===== src/rtl/frodo_mem_pkg.sv =====
// Shared defaults and requester indices for the FrodoKEM RAM port arbiter.
package frodo_mem_pkg;
    localparam int DEF_ADDR_WIDTH = 12;
    localparam int DEF_DATA_WIDTH = 64;
    localparam int DEF_NREQ       = 3;
    localparam int DEF_MAX_BURST  = 4;

    localparam int REQ_CTRL = 0;
    localparam int REQ_MACS = 1;
    localparam int REQ_ENC  = 2;

    function automatic int next_ptr(input int k, input int n);
        return (k + 1 >= n) ? 0 : k + 1;
    endfunction
endpackage


===== src/rtl/mem_port_arbiter_rr_pick.sv =====
// Round-robin picker: first set request at or above start, wrapping to 0.
module rr_pick #(
    parameter int NREQ = 3,
    parameter int IW   = 2
) (
    input  logic [NREQ-1:0] req,
    input  logic [IW-1:0]   start,
    output logic [NREQ-1:0] gnt
);

    logic found;
    int   idx;

    always_comb begin
        gnt   = '0;
        found = 1'b0;
        idx   = 0;
        for (int i = 0; i < NREQ; i++) begin
            idx = int'(start) + i;
            if (idx >= NREQ) idx = idx - NREQ;
            if (!found && req[idx]) begin
                gnt[idx] = 1'b1;
                found    = 1'b1;
            end
        end
    end

endmodule


===== src/rtl/mem_port_arbiter.sv =====
// Single RAM port shared by several requesters: sticky owner with bounded
// burst, round-robin hand-over, one-cycle read return to the granted requester.
module mem_port_arbiter
    import frodo_mem_pkg::*;
#(
    parameter int ADDR_WIDTH = DEF_ADDR_WIDTH,
    parameter int DATA_WIDTH = DEF_DATA_WIDTH,
    parameter int NREQ       = DEF_NREQ,
    parameter int MAX_BURST  = DEF_MAX_BURST
) (
    input  logic                       clk,
    input  logic                       rstn,
    input  logic [NREQ-1:0]            req,
    input  logic [NREQ-1:0]            req_we,
    input  logic [NREQ*ADDR_WIDTH-1:0] req_addr,
    input  logic [NREQ*DATA_WIDTH-1:0] req_wdata,
    output logic [NREQ-1:0]            gnt,
    output logic [NREQ-1:0]            rvalid,
    output logic [DATA_WIDTH-1:0]      rdata,
    output logic                       ram_we,
    output logic [ADDR_WIDTH-1:0]      ram_addr,
    output logic [DATA_WIDTH-1:0]      ram_din,
    input  logic [DATA_WIDTH-1:0]      ram_dout
);

    localparam int IW = (NREQ > 1) ? $clog2(NREQ) : 1;
    localparam int BW = $clog2(MAX_BURST) + 1;

    logic [IW-1:0]   owner;
    logic            owner_vld;
    logic [BW-1:0]   burst_cnt;
    logic [IW-1:0]   rr_ptr;
    logic [NREQ-1:0] rd_pend;

    logic [NREQ-1:0] rot_gnt;
    logic [NREQ-1:0] owner_mask;
    logic [NREQ-1:0] gnt_int;
    logic [IW-1:0]   gnt_idx;
    logic            keep;
    logic            any_gnt;

    rr_pick #(.NREQ(NREQ), .IW(IW)) u_rr_pick (
        .req   (req),
        .start (rr_ptr),
        .gnt   (rot_gnt)
    );

    // Owner keeps the port until its burst is used up, unless nobody else wants it.
    always_comb begin
        owner_mask        = '0;
        owner_mask[owner] = 1'b1;
        keep    = owner_vld && req[owner] &&
                  ((burst_cnt < BW'(MAX_BURST - 1)) || ((req & ~owner_mask) == '0));
        gnt_int = '0;
        if (!rstn) gnt_int = keep ? owner_mask : rot_gnt;
        gnt_idx = '0;
        for (int i = 0; i < NREQ; i++) begin
            if (gnt_int[i]) gnt_idx = IW'(i);
        end
        any_gnt = |gnt_int;
    end

    assign gnt      = gnt_int;
    assign ram_we   = any_gnt & req_we[gnt_idx];
    assign ram_addr = any_gnt ? req_addr[int'(gnt_idx)*ADDR_WIDTH +: ADDR_WIDTH] : '0;
    assign ram_din  = any_gnt ? req_wdata[int'(gnt_idx)*DATA_WIDTH +: DATA_WIDTH] : '0;
    assign rvalid   = rd_pend;
    assign rdata    = ram_dout;

    always_ff @(posedge clk or posedge rstn) begin
        if (rstn) begin
            owner     <= '0;
            owner_vld <= 1'b0;
            burst_cnt <= '0;
            rr_ptr    <= '0;
            rd_pend   <= '0;
        end else if (any_gnt) begin
            owner     <= gnt_idx;
            owner_vld <= 1'b1;
            if (owner_vld && (gnt_idx == owner))
                burst_cnt <= (burst_cnt == '1) ? burst_cnt : burst_cnt + 1'b1;
            else
                burst_cnt <= '0;
            rr_ptr    <= IW'(next_ptr(int'(gnt_idx), NREQ));
            rd_pend   <= req_we[gnt_idx] ? '0 : gnt_int;
        end else begin
            owner_vld <= 1'b0;
            burst_cnt <= '0;
            rd_pend   <= '0;
        end
    end

endmodule


===== config.mk =====
export PLATFORM = sky130hd
export DESIGN_NAME = mem_port_arbiter
export DESIGN_NICKNAME = d
export VERILOG_FILES = /design/src/rtl/frodo_mem_pkg.sv /design/src/rtl/mem_port_arbiter_rr_pick.sv /design/src/rtl/mem_port_arbiter.sv
export SDC_FILE = /design/constraint.sdc
export NUM_CORES = 1
export LEC_CHECK = 0
export ABC_AREA = 1
export CAP_MARGIN = 10
export CORE_AREA = 2 2 172 174
export DETAILED_ROUTE_END_ITERATION = 8
export DIE_AREA = 0 0 174 176
export PLACE_DENSITY = 0.55
export SYNTH_ARGS = -nofsm -noshare
export SYNTH_HDL_FRONTEND = slang
export SYNTH_SLANG_ARGS = --single-unit
export TNS_END_PERCENT = 30

===== constraint.sdc =====
create_clock -name clk -period 8.6 [get_ports clk]
set_input_delay 2.15 -clock clk [delete_from_list [all_inputs] [get_ports clk]]
set_output_delay 2.15 -clock clk [all_outputs]
set_load 0.03 [all_outputs]

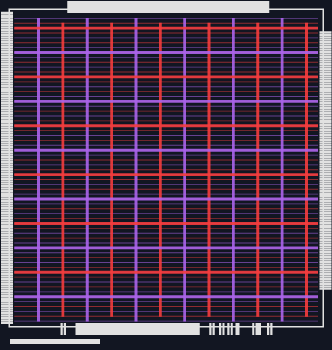
run_1/pdn.png
Scale bar: 50 um. Pins as bars on the die edge.
VSS -> purple
VDD -> red
met5 straps = 12
met1 rails = 63
rows = 62
met4 straps = 12
signal pins = 447

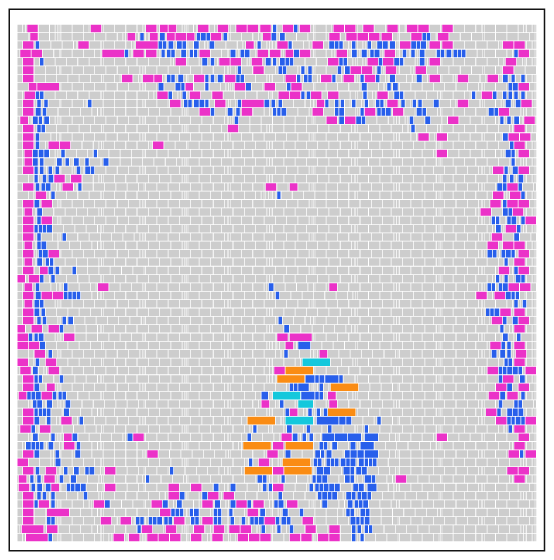
run_1/cell_classes.png
Fill, decap, tap and diode cells in gray.
clock drivers and dummy loads -> cyan  # cells 4
flip-flops -> orange  # cells 10
other buffers and delay cells -> magenta  # cells 328
all other logic -> blue  # cells 573

==> run summary, run 1 <==
Main metrics from the flow reports.

The flow ran to the end, and the final reports show no timing, DRC or antenna violations. The average wire per standard cell is 14.3 um. The leakage component of the power was reported as roughly 3 nW. The CTS report gives the tree buffer count as 3.

STA classifies the critical path startpoint as a primary input. The number of clock sinks came out at 10. The final antenna diode tally reported by the flow is 3.

The fraction of the mapped netlist area in adder cells is 2.17%. The share of total power in combinational logic is 94.2%. The switching power summed over all nets is about 1.8 mW. The sequential power reported by the tool is 80.3 uW. The power drawn by the clock network is 91.9 uW. The critical path required time is 6.45 ns. The combinational logic power is between 2 and 3 mW. The maximum vdd ir drop is ~340 uV.

STA lists the startpoint of the worst register-to-register path as owner[0]. The top logic cell family in the synthesized netlist is simple AND/OR/NAND/NOR gates. The final layout reports a setup TNS of 0 ns.

The area fraction in and, or, nand and nor cells is 48.6%. The clock-pin slew of the registers on the worst-case setup and hold paths came out at approximately 0.04 ns. Looking at the clock tree report, the root buffer type is sky130_fd_sc_hd__clkbuf_16. The total cells reported by yosys after synthesis came out at around 690. The via density per instance is 3.89. Yosys printed 0 warnings. The total count of hold-check failures in the final report came out at 0.

The number of detailed-route iterations in the first pass is 4. The die outline area is 30600 um^2. The length in cells of the worst reg-to-reg path is 13. The width of the die is around 170 um. The leading cell category by total area is buffers. The worst pin sits at a relative slew slack of 64.5%. Synthesis produced a netlist with a net count of 994.

The data arrival time of the critical path came out at about 5.2 ns. Per the final layout report, the fraction of cells sized above drive strength 1 comes to a little over 7%. STA reports the tightest min-delay check as being of type register to register. After synthesis, the netlist uses 21 different library cells. Of all power groups, the one with the highest power is combinational logic.
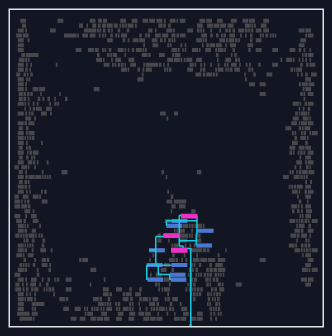
run_1/clock_map.png
clock wires -> cyan  # length 200 um
flip-flops -> blue  # count 10
cells driving clock nets -> magenta  # count 3
flops lie = bottom middle

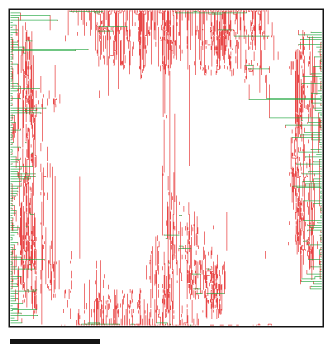
run_1/metal_stack.png
Scale bar: 50 um. Only two layers are drawn.
met3 -> green  # wire length 1380 um
met2 -> red  # wire length 9300 um

## run 1: through the flow
| step | instance area (um^2) | util [%] | hold WS (ns) | total power, mW | setup WS [ns] |
|---|---|---|---|---|---|
| detailed placement | 6510 | 22.8 | 0.567 | 2.93 | 1.25 |
| global placement | 6510 | 22.8 | 0.562 | 2.91 | 1.30 |
| CTS | 6600 | 23.1 | 0.576 | 3.03 | 1.25 |
| finish | 6610 | 23.1 | 0.571 | 2.97 | 1.26 |
| floorplan | 3450 | - | 0.532 | 1.86 | 2.40 |
| global route | 6600 | 23.1 | 0.622 | 3.22 | 0.980 |
## run 1: cells in the final DEF (no fill, tap or decap)
| cell | instances |
|---|---|
| sky130_fd_sc_hd__a21oi_1 | 63 |
| sky130_fd_sc_hd__clkdlybuf4s50_1 | 282 |
| sky130_fd_sc_hd__nor2_8 | 1 |
| sky130_fd_sc_hd__inv_4 | 1 |
| sky130_fd_sc_hd__o21ai_0 | 6 |
| sky130_fd_sc_hd__nor2_1 | 11 |
| sky130_fd_sc_hd__inv_1 | 91 |
| sky130_fd_sc_hd__nand4_1 | 3 |
| sky130_fd_sc_hd__o21ai_2 | 1 |
| sky130_fd_sc_hd__buf_4 | 38 |
| sky130_fd_sc_hd__nand2_1 | 258 |
| sky130_fd_sc_hd__diode_2 | 3 |
| sky130_fd_sc_hd__clkbuf_16 | 3 |
| sky130_fd_sc_hd__mux2i_1 | 1 |
| sky130_fd_sc_hd__inv_2 | 6 |
| sky130_fd_sc_hd__nand3_1 | 117 |
| sky130_fd_sc_hd__nand2_4 | 2 |
| sky130_fd_sc_hd__nand2_2 | 4 |
| sky130_fd_sc_hd__buf_12 | 8 |
| sky130_fd_sc_hd__xor2_1 | 1 |
| sky130_fd_sc_hd__dfrtp_1 | 10 |
| sky130_fd_sc_hd__nor2_4 | 1 |
| sky130_fd_sc_hd__clkbuf_8 | 1 |
| sky130_fd_sc_hd__ha_1 | 6 |
## run 1: critical path, stage by stage
cell                              delay, ns
sky130_fd_sc_hd__clkdlybuf4s50_1       0.59
sky130_fd_sc_hd__inv_1                 0.10
sky130_fd_sc_hd__o21ai_2               0.15
sky130_fd_sc_hd__nand2_2               0.11
sky130_fd_sc_hd__nand3_1               0.10
sky130_fd_sc_hd__nand4_1               0.18
sky130_fd_sc_hd__nand2_4               0.24
sky130_fd_sc_hd__buf_4                 0.39
sky130_fd_sc_hd__nand3_1               0.12
sky130_fd_sc_hd__nand2_1               0.09
sky130_fd_sc_hd__inv_1                 0.05
sky130_fd_sc_hd__a21oi_1               0.17
sky130_fd_sc_hd__clkdlybuf4s50_1       0.70
## run 1: metal layers
metal	vias to the layer above	routed length [um]	track usage, %
met3	45	1380	2.28
met5	-	0	0
met4	0	819	5.57
met2	241	9300	21.1
met1	2257	7070	12.1
li1	2516	-	-
## run 1: cell families after synthesis
kind of cell    count (synthesis)
compound gates                 70
xor+xnor                        1
simple gates                  397
flops                          10
mux                             1
buf+inv                       203
fa+ha+maj                       6
## run 1: state kept, by name, indices dropped and copies added, names as in the netlist
name and flops:
rr_ptr 1, owner_vld 1, owner 2, rvalid 3
burst_cnt 3
==> run 2: changes to the inputs <==
Settings changed: CTS_BUF_LIST from default to sky130_fd_sc_hd__clkbuf_8 sky130_fd_sc_hd__clkbuf_16, CTS_CLUSTER_DIAMETER from default to 100.
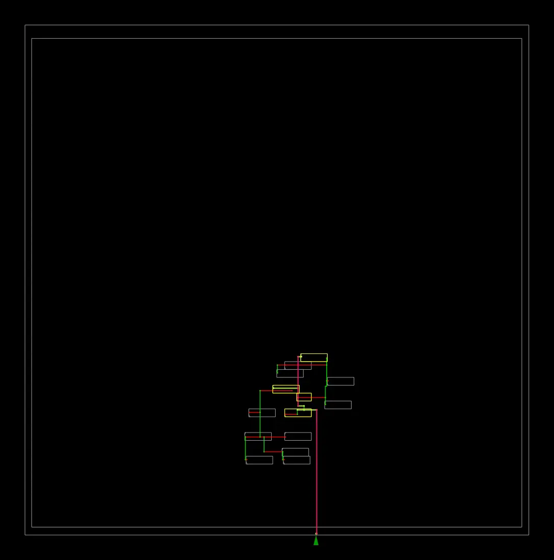
run_2/final_clocks.png
total clock buffers created by CTS: 3
final-layout clock buffer total: 4
total clock network power: 91.9 uW
Worst-Skew Late Latency: 0.24 ns
total number of clock tree sinks: 10

==> run 2 against run 1 <==
  * Clock skew unchanged
  * Critical path depth unchanged
  * Largest cell class unchanged
  * First-iteration DRC count unchanged
  * Via count unchanged
  * Fmax unchanged
==> run summary, run 2 <==
Main metrics from the flow reports.

The flow ran to the end, and the final reports show no timing, DRC or antenna violations. Yosys shows that the main logic family after synthesis is simple AND/OR/NAND/NOR gates. The relative slew slack is 64.5%.

The maximum single-stage delay on the critical path came out at 0.70 ns. On the critical path the data arrives at 5.19 ns. Of the cells placed in the final design, the portion with a size suffix greater than 1 is 7.21%.

The switching power summed over all nets is 1.82 mW. The power report attributes to the combinational group a share of 94.2%. The instance area at placement came out at 6510 um^2. The average wire per standard cell is 14.3 um.

The number of detailed-route iterations in the first pass came out at 4. The data required time reported for the critical path is 6.45 ns. The synthesis report lists the Yosys warning total as 0.

Traced cell by cell, the critical path runs through clkdlybuf4s50_1 > inv_1 > o21ai_2 > nand2_2 > nand3_1 > nand4_1 > nand2_4 > buf_4 > nand3_1 > nand2_1 > inv_1 > a21oi_1 > clkdlybuf4s50_1. Summed over all failing endpoints, the final setup total negative slack is 0 ns. The summed area of non-filler cells in the final layout is 6610 um^2. Once routing completed, OpenROAD measured the worst setup slack at roughly 1.3 ns.

The total count of hold-check failures in the final report came out at 0. The die outline area came out at 30600 um^2. The timing report notes that buffer and inverter cells on the critical path total 5. The count of different cell masters after synthesis came out at 21. The kind of cell with the highest combined delay along the critical path is buffers and inverters. The fraction of the mapped netlist area in adder cells came out at 2.17%. In this run the VDD rail shows a maximum IR drop of 336 uV. The commonest non-fill, non-tap cell in the layout is sky130_fd_sc_hd__clkdlybuf4s50_1. The clock tree root buffer cell is sky130_fd_sc_hd__clkbuf_16. Measured on the finished design, the core utilization comes to 23.1%. The total cells reported by yosys after synthesis came out at 688.

The type of element launching the critical path is a primary input. The library cells used most frequently in the layout, excluding fill and tap cells, are sky130_fd_sc_hd__clkdlybuf4s50_1, sky130_fd_sc_hd__nand2_1, sky130_fd_sc_hd__nand3_1, sky130_fd_sc_hd__inv_1, sky130_fd_sc_hd__a21oi_1. The master of the slowest instance on the critical path is sky130_fd_sc_hd__clkdlybuf4s50_1. The pre-CTS setup slack came out at 1.25 ns. The worst hold slack across all endpoints came out at between 0.5 and 0.6 ns.
-- run 2: cell counts after synthesis --
No cell type changed its count.
-- run 2: kinds of logic after synthesis --
group	Yosys count
and+or+nand+nor	397
buffers and inverters	203
AOI/OAI and AO/OA	70
DFF	10
adders and majority gates	6
xor gates and xnor gates	1
muxes	1
-- run 2: final timing paths --
kind                              start            to  cells past startpoint  slack, ns
max in group asynchronous          rstn  burst_cnt[2]                      2       6.05
min                        burst_cnt[1]  burst_cnt[1]                      2       0.57
min in group asynchronous          rstn     owner_vld                      2       2.23
max reg2reg                    owner[0]      owner[0]                     13       5.75
min reg2reg                burst_cnt[1]  burst_cnt[1]                      2       0.57
max                              req[2]   ram_din[10]                     13       1.26
-- run 2: routing by layer --
metal	share of wire, %	routed length, um	global-route usage [%]	vias to the layer above
met1	38	7070	12.1	2257
met3	7.4	1380	2.28	45
li1	-	-	-	2516
met5	0	0	0	-
met4	4.4	819	5.57	0
met2	50	9300	21.1	241
-- run 2: worst register-to-register path, delay by kind of cell (launching register included) --
kind                       cells  cell delay, ns
AOI/OAI and AO/OA              1            0.18
and+or+nand+nor                8            1.22
buffers and inverters          3            0.46
adders and majority gates      1            0.41
DFF                            1            0.49
-- run 2: layout make-up --
type,count,area share [%]
clock buffers,4,1.34
repair buffers,328,49.5
multi-input cells,475,32.4
flip-flops and latches,10,3.79
diodes,3,0.114
well taps,384,7.27
inverters,98,5.61
-- run 2: stage by stage --
step,power (mW),cells
floorplan,1.86,688
global placement,2.91,1295
detailed placement,2.93,1295
CTS,3.03,1299
global route,3.22,1301
finish,2.97,1302
-- run 2: power by group through the flow --
stage | Combinational (mW) | Sequential [mW] | Clock, mW
6_report | 2.80 | 0.0803 | 0.0919
5_1_grt | 3.04 | 0.0828 | 0.0981
4_1_cts | 2.85 | 0.0807 | 0.0937
3_5_place_dp | 2.84 | 0.0814 | 0
3_3_place_gp | 2.83 | 0.0811 | 0
2_1_floorplan | 1.77 | 0.0911 | 0
Power and IR drop assume default switching activity.
